**Wiring by layer**

The bar under the picture is 50 um long.
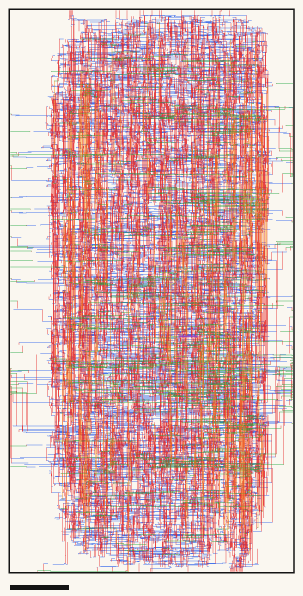
**M4 wires**

Supply wires on this layer in gray.
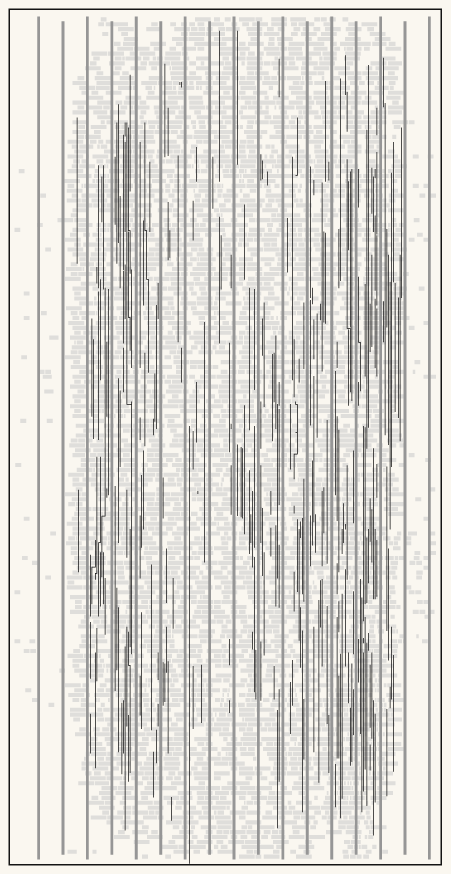
**Met3 routing**

The bar under the picture is 50 um long.
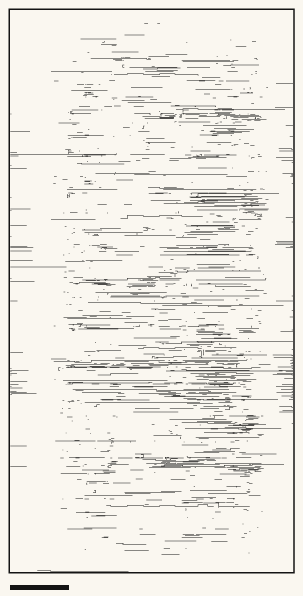
**Cell placement**

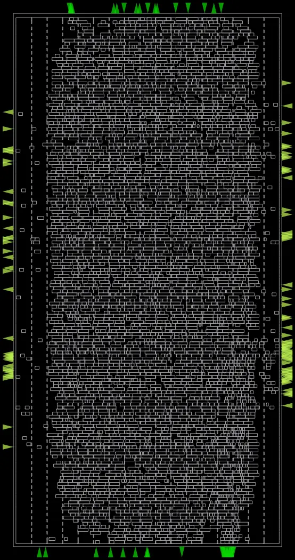
## config.mk

```make
export PLATFORM = sky130hd
export DESIGN_NAME = register_file_sb
export DESIGN_NICKNAME = d
export VERILOG_FILES = /design/src/rtl/register_file_sb.sv
export SDC_FILE = /design/constraint.sdc
export NUM_CORES = 2
export LEC_CHECK = 0
export CORE_ASPECT_RATIO = 2
export CORE_MARGIN = 2
export CORE_UTILIZATION = 50
export CTS_BUF_LIST = sky130_fd_sc_hd__clkbuf_16
export DETAILED_ROUTE_END_ITERATION = 7
export PLACE_DENSITY = 0.72
export SYNTH_ARGS = -nofsm -noshare
export SYNTH_HDL_FRONTEND = slang
export SYNTH_SLANG_ARGS = --single-unit
```

## constraint.sdc

```tcl
create_clock -name clk_i -period 12.88 [get_ports clk_i]
set_input_delay 2.576 -clock clk_i [delete_from_list [all_inputs] [get_ports clk_i]]
set_output_delay 2.576 -clock clk_i [all_outputs]
set_load 0.01 [all_outputs]
```

## src/rtl/register_file_sb.sv

```systemverilog
// -----------------------------------------------------------------------------
// register_file_sb
//   Integer register file with a per-register busy scoreboard. It has
//   NUM_READ combinational read ports and one synchronous write port.
//   Register 0 always reads as zero and cannot be written or marked busy.
//   A busy bit is set when an instruction issues to that register. It is
//   cleared when the result is written back, and all busy bits are cleared
//   by a pipeline flush. Each read port reports a hazard when its register
//   is busy.
//
//   Optional feature (macro REGFILE_BYPASS_EN):
//     When defined, a same-cycle writeback to a register that is being read
//     is forwarded to that read port (write-first). The hazard flag for that
//     port is then cleared.
//
// Ports
//   clk_i         core clock, rising edge
//   rst_n_i       asynchronous active-low reset
//   we_i          writeback strobe (write rd_i, clear busy of rd_addr_i)
//   rd_addr_i     writeback destination
//   rd_i          writeback data
//   issue_i       mark issue_addr_i busy
//   issue_addr_i  destination of the issuing instruction
//   flush_i       clear every busy bit
//   rs_addr_i     packed read addresses, port p = [p*AW +: AW]
//   rs_data_o     packed read data, same order
//   hazard_o      per-port pending flag
//   busy_cnt_o    registered count of busy registers
// -----------------------------------------------------------------------------
module register_file_sb #(
    parameter  int DATA_WIDTH   = 32,
    parameter  int NUM_REGISTER = 32,
    parameter  int NUM_READ     = 2,
    localparam int AW           = $clog2(NUM_REGISTER)
) (
    input  logic                           clk_i,
    input  logic                           rst_n_i,
    input  logic                           we_i,
    input  logic [AW-1:0]                  rd_addr_i,
    input  logic [DATA_WIDTH-1:0]          rd_i,
    input  logic                           issue_i,
    input  logic [AW-1:0]                  issue_addr_i,
    input  logic                           flush_i,
    input  logic [NUM_READ*AW-1:0]         rs_addr_i,
    output logic [NUM_READ*DATA_WIDTH-1:0] rs_data_o,
    output logic [NUM_READ-1:0]            hazard_o,
    output logic [AW:0]                    busy_cnt_o
);

    localparam int CW = AW + 1;

    logic [DATA_WIDTH-1:0]   regs_q [NUM_REGISTER];
    logic [NUM_REGISTER-1:0] busy_q, busy_d;
    logic [CW-1:0]           busy_cnt_q, busy_cnt_d;

    // Register storage. Entry 0 is never written, so it stays at its reset value of zero.
    // NOTE: the whole array is reset because reset must leave every register reading 0.
    // That requirement stops this array from mapping onto a RAM macro.
    always_ff @(posedge clk_i or negedge rst_n_i) begin
        if (!rst_n_i) begin
            for (int i = 0; i < NUM_REGISTER; i++) regs_q[i] <= '0;
        end else begin
            for (int i = 1; i < NUM_REGISTER; i++) begin
                // NOTE: state is updated with non-blocking assignments.
                // All flops then sample pre-edge values, with no ordering races.
                if (we_i && rd_addr_i == AW'(i)) regs_q[i] <= rd_i;
            end
        end
    end

    // Scoreboard next state. Later assignments take priority: a new issue beats a
    // writeback to the same register, and flush overrides both.
    always_comb begin
        // NOTE: defaulting to the held value first keeps this block free of latches.
        busy_d = busy_q;
        if (flush_i) begin
            busy_d = '0;
        end else begin
            if (we_i)    busy_d[rd_addr_i]    = 1'b0;
            if (issue_i) busy_d[issue_addr_i] = 1'b1;
        end
        busy_d[0] = 1'b0;
    end

    // The count is computed from the next state so that it changes on the same edge as the bits.
    always_comb begin
        busy_cnt_d = '0;
        for (int i = 0; i < NUM_REGISTER; i++) busy_cnt_d = busy_cnt_d + CW'(busy_d[i]);
    end

    always_ff @(posedge clk_i or negedge rst_n_i) begin
        if (!rst_n_i) begin
            busy_q     <= '0;
            busy_cnt_q <= '0;
        end else begin
            busy_q     <= busy_d;
            busy_cnt_q <= busy_cnt_d;
        end
    end

    assign busy_cnt_o = busy_cnt_q;

    // Read ports. busy_q[0] is always 0, so port reads of x0 never raise a hazard.
    for (genvar p = 0; p < NUM_READ; p++) begin : g_read
        logic [AW-1:0]         addr;
        logic [DATA_WIDTH-1:0] data;
        logic                  haz;

        assign addr = rs_addr_i[p*AW +: AW];

        always_comb begin
            data = (addr == '0) ? '0 : regs_q[addr];
            haz  = busy_q[addr];
`ifdef REGFILE_BYPASS_EN
            // Forward the writeback data on an address match, and drop the hazard it resolves.
            if (we_i && rd_addr_i != '0 && addr == rd_addr_i) begin
                data = rd_i;
                haz  = 1'b0;
            end
`endif
        end

        assign rs_data_o[p*DATA_WIDTH +: DATA_WIDTH] = data;
        assign hazard_o[p]                           = haz;
    end

endmodule

```

==> results_dict.tcl <==
# implementation run metrics
set metrics [dict create \
    status "complete, no violations" \
    period_used_pct 69.0 \
    fin_cells 5197 \
    r2r-start "busy_q[26]" \
    cap_violations 0 \
    final_cell_mix "1,036 x mux2_2, 1,029 x dfrtp_1, 397 x mux4_2" \
    numSequentialCells 1029 \
    die_w_um 239 \
    viasPerCell 7.04 \
    grt_usage_pct 31.4 \
    worstPathRequired_ps 10300 \
    nets 3813 \
    post_cts_buffers 0 \
    die.size.y_um 474 \
    cts.path.max_buffers 3 \
    num_io_pins 129 \
    worst-path-stages 7 \
    tns_ps 0 \
    slew_headroom_pct 20.7 \
    flop_area_um2 25700 \
    numSynthFlops 1029 \
    grt_pass1_vias 38525 \
    async_flop_share_pct 100 \
    cts_tree "yes" \
    worst_slack_ps 4000 \
    power.total_w 0.00889 \
    synth_area_um2 55300 \
    syn_inst 3842 \
    logic_gates 2339 \
    overflow 0 \
    worstHoldStart "regs_q[428]" \
    r2r_slack_ps 7620 \
    cp_max_fo 24 \
    clock_latency_ps 700 \
    area_delta_synth_final_pct 8.78 \
    diodes 4 \
    yosysWarnings 32 \
    sh_comb_area_pct 46.0 \
    cp_slowest_cell "and2_2" \
    cts.htree.levels 3 \
    ys.flop_type "dfrtp_1" \
    antenna_found_initial 6 \
    leakage_nw 25.8 \
    worst_slew_pin_slew_ps 1190 \
    top_area_cell_class "logic gates" \
    warning_count 41 \
    slew_violations 0 \
]
About 'wiring by layer':
- purple: met5 (wire length 14.7 um)
- blue: met1 (wire length 61.7 mm)
- green: met3 (wire length 13,000 um)
- orange: met4 (wire length 14,100 um)
- red: met2 (wire length 86.8 mm)
drt total wl: 176,000 um
per-cell routed wire length: 33.8 um

About 'M4 wires':
- nets with wire on the layer: 113
- main direction: vertical
- wire length on this layer: 14,100 um
- longest straight run: 243 um
vias: 36,599

About 'met3 routing':
- main direction: horizontal
- wire length on this layer: 13,000 um

About 'cell placement':
utilization after layout: 54.8%
core area: 110,000 um^2
num tapcells: 1,392

kinds of logic (layout without fill, tap and decap cells):
family / after synthesis / in the layout / share of synthesized area, %
AND-OR/OR-AND: 491 / 491 / 6.51
flip-flops: 1029 / 1029 / 46.5
adder cells (fa/ha/maj): 30 / 30 / 0.991
AND/OR/NAND/NOR: 227 / 227 / 1.93
XOR/XNOR: 3 / 3 / 0.0475
multiplexers: 1588 / 1588 / 40.1
buffers and inverters: 474 / 433 / 3.86
other: 0 / 4 / 0
layer usage:
metal  global-route usage (%)  up-vias  part of all wire, %
met5                        0        -               0.0080
li1                         -    14486                    -
met4                     21.5        2                  8.1
met2                     51.9     1809                   49
met1                     36.8    19635                   35
met3                     6.15      667                  7.4
where the power goes:
part	internal, W	switching, W
combinational	0.00112	0.000781
sequential	0.00385	0.000462
clock	0.00141	0.00127
Yosys cell counts (all sizes together), types with 4 or more instances:
| library cell | number | area (um^2) |
|---|---|---|
| mux2 | 1058 | 11900 |
| dfrtp | 1029 | 25700 |
| mux4 | 397 | 8940 |
| clkbuf | 208 | 782 |
| buf | 205 | 1130 |
| mux2i | 133 | 1330 |
| a22oi | 107 | 803 |
| nand2 | 106 | 398 |
| o22ai | 64 | 400 |
| a22o | 62 | 543 |
| inv | 61 | 229 |
| nor2 | 57 | 214 |
| o21ai | 46 | 230 |
| a221oi | 36 | 315 |
| o211ai | 35 | 263 |
| a31oi | 33 | 206 |
| o31a | 31 | 272 |
| a32oi | 30 | 263 |
| fa | 23 | 460 |
| a21o | 21 | 158 |
| a21oi | 21 | 105 |
| nor2b | 13 | 81.3 |
| nor3b | 8 | 60.1 |
| ha | 7 | 87.6 |
| nand2b | 7 | 43.8 |
| and2 | 6 | 37.5 |
| and3 | 5 | 31.3 |
| and3b | 4 | 35.0 |
| nor3 | 4 | 25.0 |
Power figures rest on the tool's default switching activity, not on a simulated workload.
